### src/rtl/pipelined_multiplier_hs.sv
// Parametrised multiplier pipeline with valid/ready handshake, per-stage bubble
// collapsing and an opaque tag carried alongside each product.
module pipelined_multiplier_hs #(
    parameter int WIDTH        = 32,
    parameter int LATENCY      = 8,
    parameter int SIGNED       = 0,
    parameter int FULL_PRODUCT = 0,
    parameter int TAG_WIDTH    = 4
) (
    input  logic                                                 clk,
    input  logic                                                 rst,
    input  logic                                                 in_valid,
    output logic                                                 in_ready,
    input  logic [WIDTH-1:0]                                     a,
    input  logic [WIDTH-1:0]                                     b,
    input  logic [TAG_WIDTH-1:0]                                 in_tag,
    output logic                                                 out_valid,
    input  logic                                                 out_ready,
    output logic [((FULL_PRODUCT != 0) ? 2*WIDTH : WIDTH)-1:0]   out,
    output logic [TAG_WIDTH-1:0]                                 out_tag,
    output logic                                                 busy
);

    localparam int RW = (FULL_PRODUCT != 0) ? 2*WIDTH : WIDTH;

    // Full 2*WIDTH product, then keep the low RW bits; low bits are identical
    // for signed and unsigned operands, only the upper half differs.
    function automatic logic [RW-1:0] product_trunc(input logic [WIDTH-1:0] x,
                                                    input logic [WIDTH-1:0] y);
        logic signed [2*WIDTH-1:0] sx;
        logic signed [2*WIDTH-1:0] sy;
        logic        [2*WIDTH-1:0] p;
        if (SIGNED != 0) begin
            sx = {{WIDTH{x[WIDTH-1]}}, x};
            sy = {{WIDTH{y[WIDTH-1]}}, y};
            p  = sx * sy;
        end else begin
            sx = '0;
            sy = '0;
            p  = {{WIDTH{1'b0}}, x} * {{WIDTH{1'b0}}, y};
        end
        return p[RW-1:0];
    endfunction

    logic [RW-1:0]        w_prod_p0;
    logic [LATENCY:1]     w_en;
    logic [LATENCY:1]     r_vld;
    logic [RW-1:0]        r_data [1:LATENCY];
    logic [TAG_WIDTH-1:0] r_tag  [1:LATENCY];

    assign w_prod_p0 = product_trunc(a, b);

    // A stage may load when it is empty or when everything downstream of it
    // can move; written as a scan over valids to keep the chain acyclic.
    always_comb begin
        for (int k = 1; k <= LATENCY; k++) begin
            w_en[k] = out_ready;
            for (int j = k; j <= LATENCY; j++) begin
                if (!r_vld[j]) begin
                    w_en[k] = 1'b1;
                end
            end
        end
    end

    always_ff @(posedge clk) begin
        if (rst) begin
            r_vld <= '0;
            for (int k = 1; k <= LATENCY; k++) begin
                r_data[k] <= '0;
                r_tag[k]  <= '0;
            end
        end else begin
            // Entry -> stage 1
            if (w_en[1]) begin
                r_vld[1]  <= in_valid;
                r_data[1] <= w_prod_p0;
                r_tag[1]  <= in_tag;
            end
            // Stage k-1 -> stage k
            for (int k = 2; k <= LATENCY; k++) begin
                if (w_en[k]) begin
                    r_vld[k]  <= r_vld[k-1];
                    r_data[k] <= r_data[k-1];
                    r_tag[k]  <= r_tag[k-1];
                end
            end
        end
    end

    assign in_ready  = w_en[1];
    assign out_valid = r_vld[LATENCY];
    assign out       = r_data[LATENCY];
    assign out_tag   = r_tag[LATENCY];
    assign busy      = |r_vld;

endmodule

### config.mk
export PLATFORM = sky130hd
export DESIGN_NAME = pipelined_multiplier_hs
export DESIGN_NICKNAME = d
export VERILOG_FILES = /design/src/rtl/pipelined_multiplier_hs.sv
export SDC_FILE = /design/constraint.sdc
export NUM_CORES = 1
export LEC_CHECK = 0
export CELL_PAD_IN_SITES_DETAIL_PLACEMENT = 1
export CELL_PAD_IN_SITES_GLOBAL_PLACEMENT = 1
export CORE_MARGIN = 3
export CORE_UTILIZATION = 25
export DETAILED_ROUTE_END_ITERATION = 8
export GPL_TIMING_DRIVEN = 1
export PLACE_DENSITY_LB_ADDON = 0.1
export SLEW_MARGIN = 20
export SYNTH_ARGS = -nofsm -noshare
export SYNTH_HDL_FRONTEND = slang
export SYNTH_SLANG_ARGS = --single-unit
### constraint.sdc
create_clock -name clk -period 8.6 [get_ports clk]
set_input_delay 1.72 -clock clk [delete_from_list [all_inputs] [get_ports clk]]
set_output_delay 1.72 -clock clk [all_outputs]
set_load 0.02 [all_outputs]
Fig. 1: run 1, sequential cells grouped by signal name
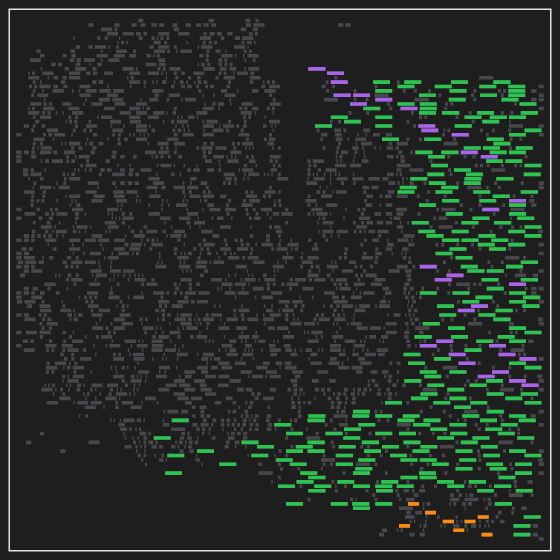
Key: r_tag = purple [sequential cells 32]; r_data = green [sequential cells 256]; r_vld = orange [sequential cells 8, where lower right]
post-route core utilization: 0.302
share of the final layout cell area in sequential cells: 0.275
Sequential Area: 8810 sq um

Fig. 2: run 1, clock routing
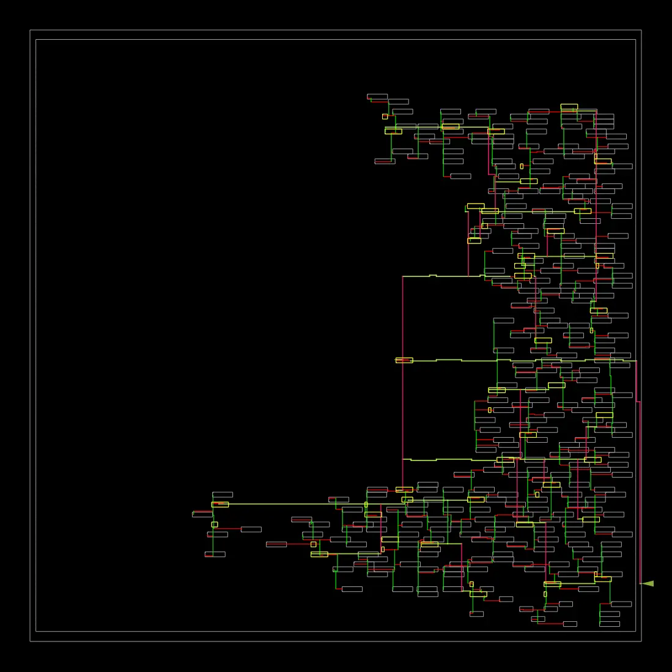
number of buffers created by CTS: 35
Layout clock buffers: 42
worst-skew pair later-pin latency: 0.55 ns

Fig. 3: run 1, cell classes on the final placement
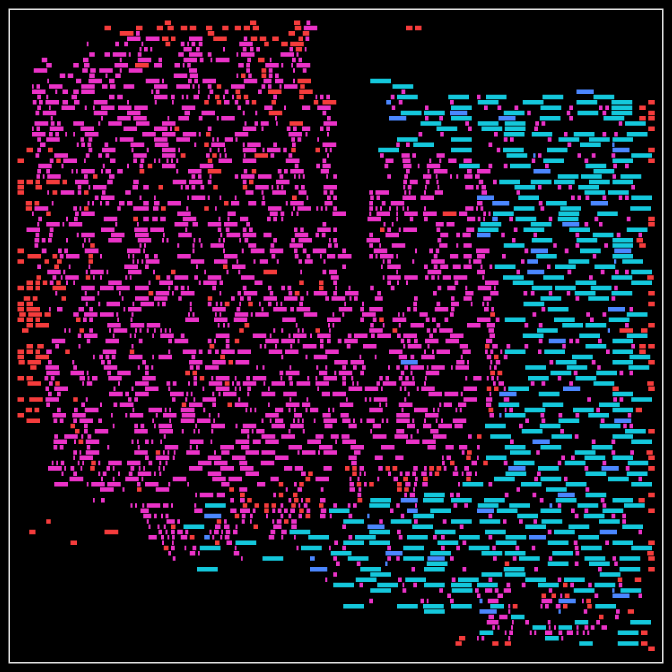
Key: remaining logic cells = magenta [cells 1957, share of their area 58%]; registers = cyan [cells 296, share of their area 29%]; clock drivers and dummy loads = blue [cells 53, share of their area 3.3%]; remaining buffers and delay cells = red [cells 314, share of their area 9.8%]
area of the core region: 106000 sq um
number of standard-cell rows in the floorplan: 119
area of all placed cells without fillers: 32000 sq um

==> notes.md, run 1 <==
The flow run is done. The flow ran to the end, and the final reports show no timing, DRC or antenna violations. After detailed routing, no signal wire sits above met4. Buffer count excluding the clock tree in the final layout landed at 314. TritonCTS built the clock tree. Maximum clock path buffer count landed at 3. STA shows the worst min-delay path finishing at r_vld[4].

In this run, the synthesized area fraction spent on adder and majority cells is recorded as 0.360. By instance count after routing, the leading logic cell type is sky130_fd_sc_hd__and2_1. Die boundary width landed at 334 microns. Remaining max-slew budget at the tightest pin landed at 0.304. For this run, the slowest stage of the critical path takes 0.63 ns. Synthesis area per yosys landed at 26900 sq um.

Time the final worst path needs with I/O delays and setup landed at 8.35 ns. The first global-routing pass estimated 120000 microns of wire. Number of well taps landed at 1391. Post-synthesis xor/xnor area fraction landed at 0.0273.

The critical path ends at r_data[0][63]. Sorting the Yosys area breakdown by cell type puts at the top sky130_fd_sc_hd__edfxtp_1. Total I/O pin count landed at 111.

Final-layout clock-cell area share landed at 0.0314. Detailed placement reports a standard cell area of 31000 sq um. Register area share after synthesis landed at 0.327.

Number of I/O port buffers landed at 110. In this run the remaining antenna-violating nets after routing total 0. In this run, placement finished with an instance count of 3958.

The non-clock inverters instantiated in the layout total 367. In this run, post-CTS hold repair placed 0 buffers. Looking at the setup timing report, the critical path kind is primary input to flip-flop. The H-tree was split into 2 levels. Adding up every negative setup slack in the final design gives 0 ns. Arrival time reported for the critical path endpoint landed at 8.62 ns. Yosys cell count landed at 2399. The worst hold path belongs to the class flip-flop to flip-flop. The layout has 11700 filler cells. Signed area change from the synthesized netlist to the final layout landed at 18.8%. Overall fraction of global-route tracks in use landed at 0.140. The die is 334 microns tall. Total grt overflow landed at 0.

Ranked by flip-flop count, first place goes to r_data. At the floorplan stage, the core utilization is reported as 0.254. For this run the top cell type by instance count after synthesis was sky130_fd_sc_hd__and2_1.

Per the layout area report, the combinational gate area comes to 16100 sq um. Fraction of registers with async set/reset landed at 0. Dividing the synthesized area by the synthesized cell count gives 11.2 sq um.

Aoi/oai-family share of the synthesized area landed at 0.0213. After layout, the worst setup slack is 0.252 ns. Count of sequential standard cells landed at 296. Buffer count from post-CTS setup fixing landed at 0.

Number of hold violations in the final report landed at 0. Number of multi-input logic gates landed at 1590. Buffering stage count on the worst path with inverters included landed at 5. In the placement report, post-DP HPWL is listed as 63400 microns.

Sorting the synthesized cells by how often they occur yields sky130_fd_sc_hd__and2_1, sky130_fd_sc_hd__fa_1, sky130_fd_sc_hd__inv_1, sky130_fd_sc_hd__edfxtp_1, sky130_fd_sc_hd__nand2_1. Routed metal-1 wire length landed at 32500 microns. Worst setup slack for register-to-register paths landed at 5.62 ns.

The register with the most flip-flops in the layout has 256 of them. The number of global-route vias before repair came to 19300. Peak clock frequency supported by timing landed at 0.120 GHz. The synthesized design contains 288 enable-type register cells. At the pin with the least slew margin, the transition time is 1.04 ns.

In this run the critical register-to-register path is launched from r_vld[8]. After detailed routing, the average wire length per cell comes to 19.1 microns. For the worst setup path, the data required time is 8.87 ns. Number of diodes added for antenna fixing landed at 0. For reference, the critical path cell chain is clkdlybuf4s50_1, buf_4, nand2_1, fa_1, inv_1, fa_1, inv_1, fa_1, inv_1, fa_1, fa_1, fa_1, fa_1, fa_1, ha_1, and3_1, a221o_1, a31oi_1, o211ai_1, a21oi_2, o21ai_0, xnor2_1, nor2_1.

Net count after synthesis landed at 3002. Fraction of final layout cells with drive strength greater than 1 landed at 0.104. Non-clock buffering overhead in the final layout landed at 0.0928. After detailed routing, the total wire length is 76400 microns. Count of endpoints failing setup in the final report landed at 0. Multi-input logic portion of the cell area landed at 0.503. Per the post-synthesis report, the number of cells in the design is 2399.

The number of antenna violations at the first check in global routing came to 3. Post-CTS clock slew at the launch and capture registers of the worst setup and hold paths landed at 0.06 ns. Fraction of the mapped netlist area in simple logic gates landed at 0.187. The first routing iteration left 536 violations.

In this run the most critical hold path is launched from r_vld[3]. After the flow finishes, the layout carries non-filler instances totaling 4011. Area of the die landed at 112000 sq um. Number of gates on the worst path with buffers counted landed at 23. Routing resource usage on met3 recorded by global route was 0.0110. After synthesis the cells add up to 26900 sq um. Met1 capacity usage during global routing landed at 0.171.
## Run 2: what changed since run 1
==> constraint.sdc (replaced) <==
create_clock -name clk -period 8.75 [get_ports clk]
set_input_delay 1.75 -clock clk [delete_from_list [all_inputs] [get_ports clk]]
set_output_delay 1.75 -clock clk [all_outputs]
set_load 0.02 [all_outputs]
==> notes.md, run 2 <==
The flow run is done. Per the layout area report, the combinational fraction of cell area is 0.506. In this run the count of I/O pins placed on the die edge is 111. In the final layout, the fill cell count is 11700.

r_data holds more flip-flops than any other register. The min-delay analysis places its worst path in the category flip-flop to flip-flop. Fraction of final layout cells with drive strength greater than 1 landed at 0.0950.

The layout report lists the non-clock buffer share of cell area as 0.0859. STA shows the worst min-delay path finishing at r_vld[4]. For this run, the script counts the antenna cells in the layout as 2.

Time the final worst path needs with I/O delays and setup landed at 8.40 ns. Area of the die landed at 112000 sq um. The area taken by multi-input combinational cells is reported as 16100 sq um. Fraction of registers with async set/reset landed at 0. For flop-to-flop paths, the worst setup slack is 5.67 ns. Count of flip-flops with a built-in enable after synthesis landed at 288. Number of I/O port buffers landed at 110. Adding up every negative setup slack in the final design gives 0 ns. The detailed placer reported the number of placed instances as 3930.

The post-placement cell area is 30800 sq um. Number of buffers added by the clock tree synthesis step landed at 35. Core box area landed at 106000 sq um.

Measured against its own limit, the worst slew margin works out to 0.358. Once layout is done, the placed cells without fillers occupy 31800 sq um. Per the synthesis report, the adder-cell share of the synthesized area is 0.360. The final layout report lists a clock buffer count of 43. Count of endpoints failing setup in the final report landed at 0. Hold repair after CTS inserted 0 buffers. Counting plain and timing-repair buffers in the layout gives 286. Fraction of the mapped netlist area in simple logic gates landed at 0.187. Registers represent a cell area share of 0.277. Required time at the endpoint of the critical path landed at 9.00 ns.

The launch point of the worst register-to-register path is recorded as r_vld[8]. Synthesis handed over a netlist of 2399 instances. Average wire length per cell after detail routing landed at 19.2 microns. The most common cell in the synthesized netlist is sky130_fd_sc_hd__and2_1. met1 track demand over resource after global routing is 0.174. Counting both buffers and inverters, the worst setup path holds a total of 5. The most critical setup path has its endpoint at r_data[0][63]. Sorting the Yosys area breakdown by cell type puts at the top sky130_fd_sc_hd__edfxtp_1. The number of setup buffers added after CTS is 0. Register area share after synthesis landed at 0.327. Utilization after layout landed at 0.300. Of all the cell area in the finished design, the clock network holds 0.0331. No sink is reached through more buffers than the 3 on the longest clock path. Detailed placement ended at an HPWL of 63400 microns.

After layout, the inverter instance count without clock inverters stands at 367. In the layout the tool counted multi-input logic cells amounting to 1590. Net count after synthesis landed at 3002. Post-synthesis xor/xnor area fraction landed at 0.0273. There are 296 flip-flops and latches. Sum of routed wire length over all layers landed at 76600 microns. The flow ran to the end, and the final reports show no timing, DRC or antenna violations. Per the cell usage report, the commonest logic cell in the layout is sky130_fd_sc_hd__and2_1. The highest layer touched by signal routing is met4. According to the floorplan report, the die height is 334 microns. Die boundary width landed at 334 microns. Summing every instance area after synthesis gives 26900 sq um. Post-CTS clock slew at the launch and capture registers of the worst setup and hold paths landed at 0.06 ns.

Peak clock frequency supported by timing landed at 0.119 GHz. Number of antenna violations at the first check in global routing landed at 4. Number of hold violations in the final report landed at 0.

The area growth from synthesis to layout is 18.1%. Tap insertion was completed with 1391 tapcells. Total grt overflow landed at 0. Mean instance size in the synthesized netlist landed at 11.2 sq um. Looking at the clock tree report, the H-tree level count equals 2. In the setup report, the worst path falls into the class primary input to flip-flop.

Stage delay of the slowest cell on the critical path landed at 0.63 ns.
Fig. 4: run 2, sequential cells grouped by signal name
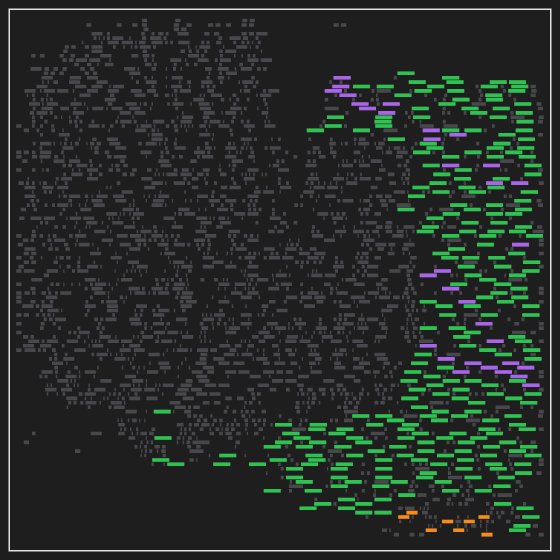
Key: r_data = green [sequential cells 256]; r_tag = purple [sequential cells 32]; r_vld = orange [sequential cells 8, where lower right]

Fig. 5: run 2, clock routing
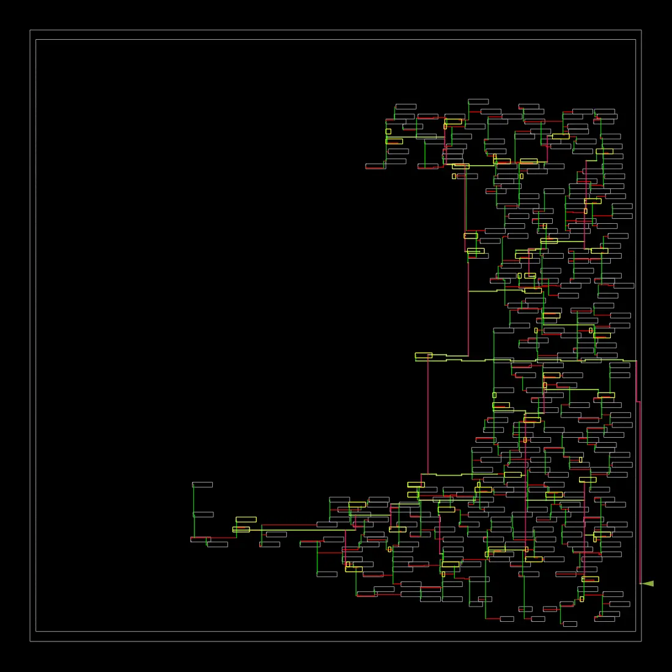
Clock Sink Count: 296
worst-skew pair later-pin latency: 0.54 ns

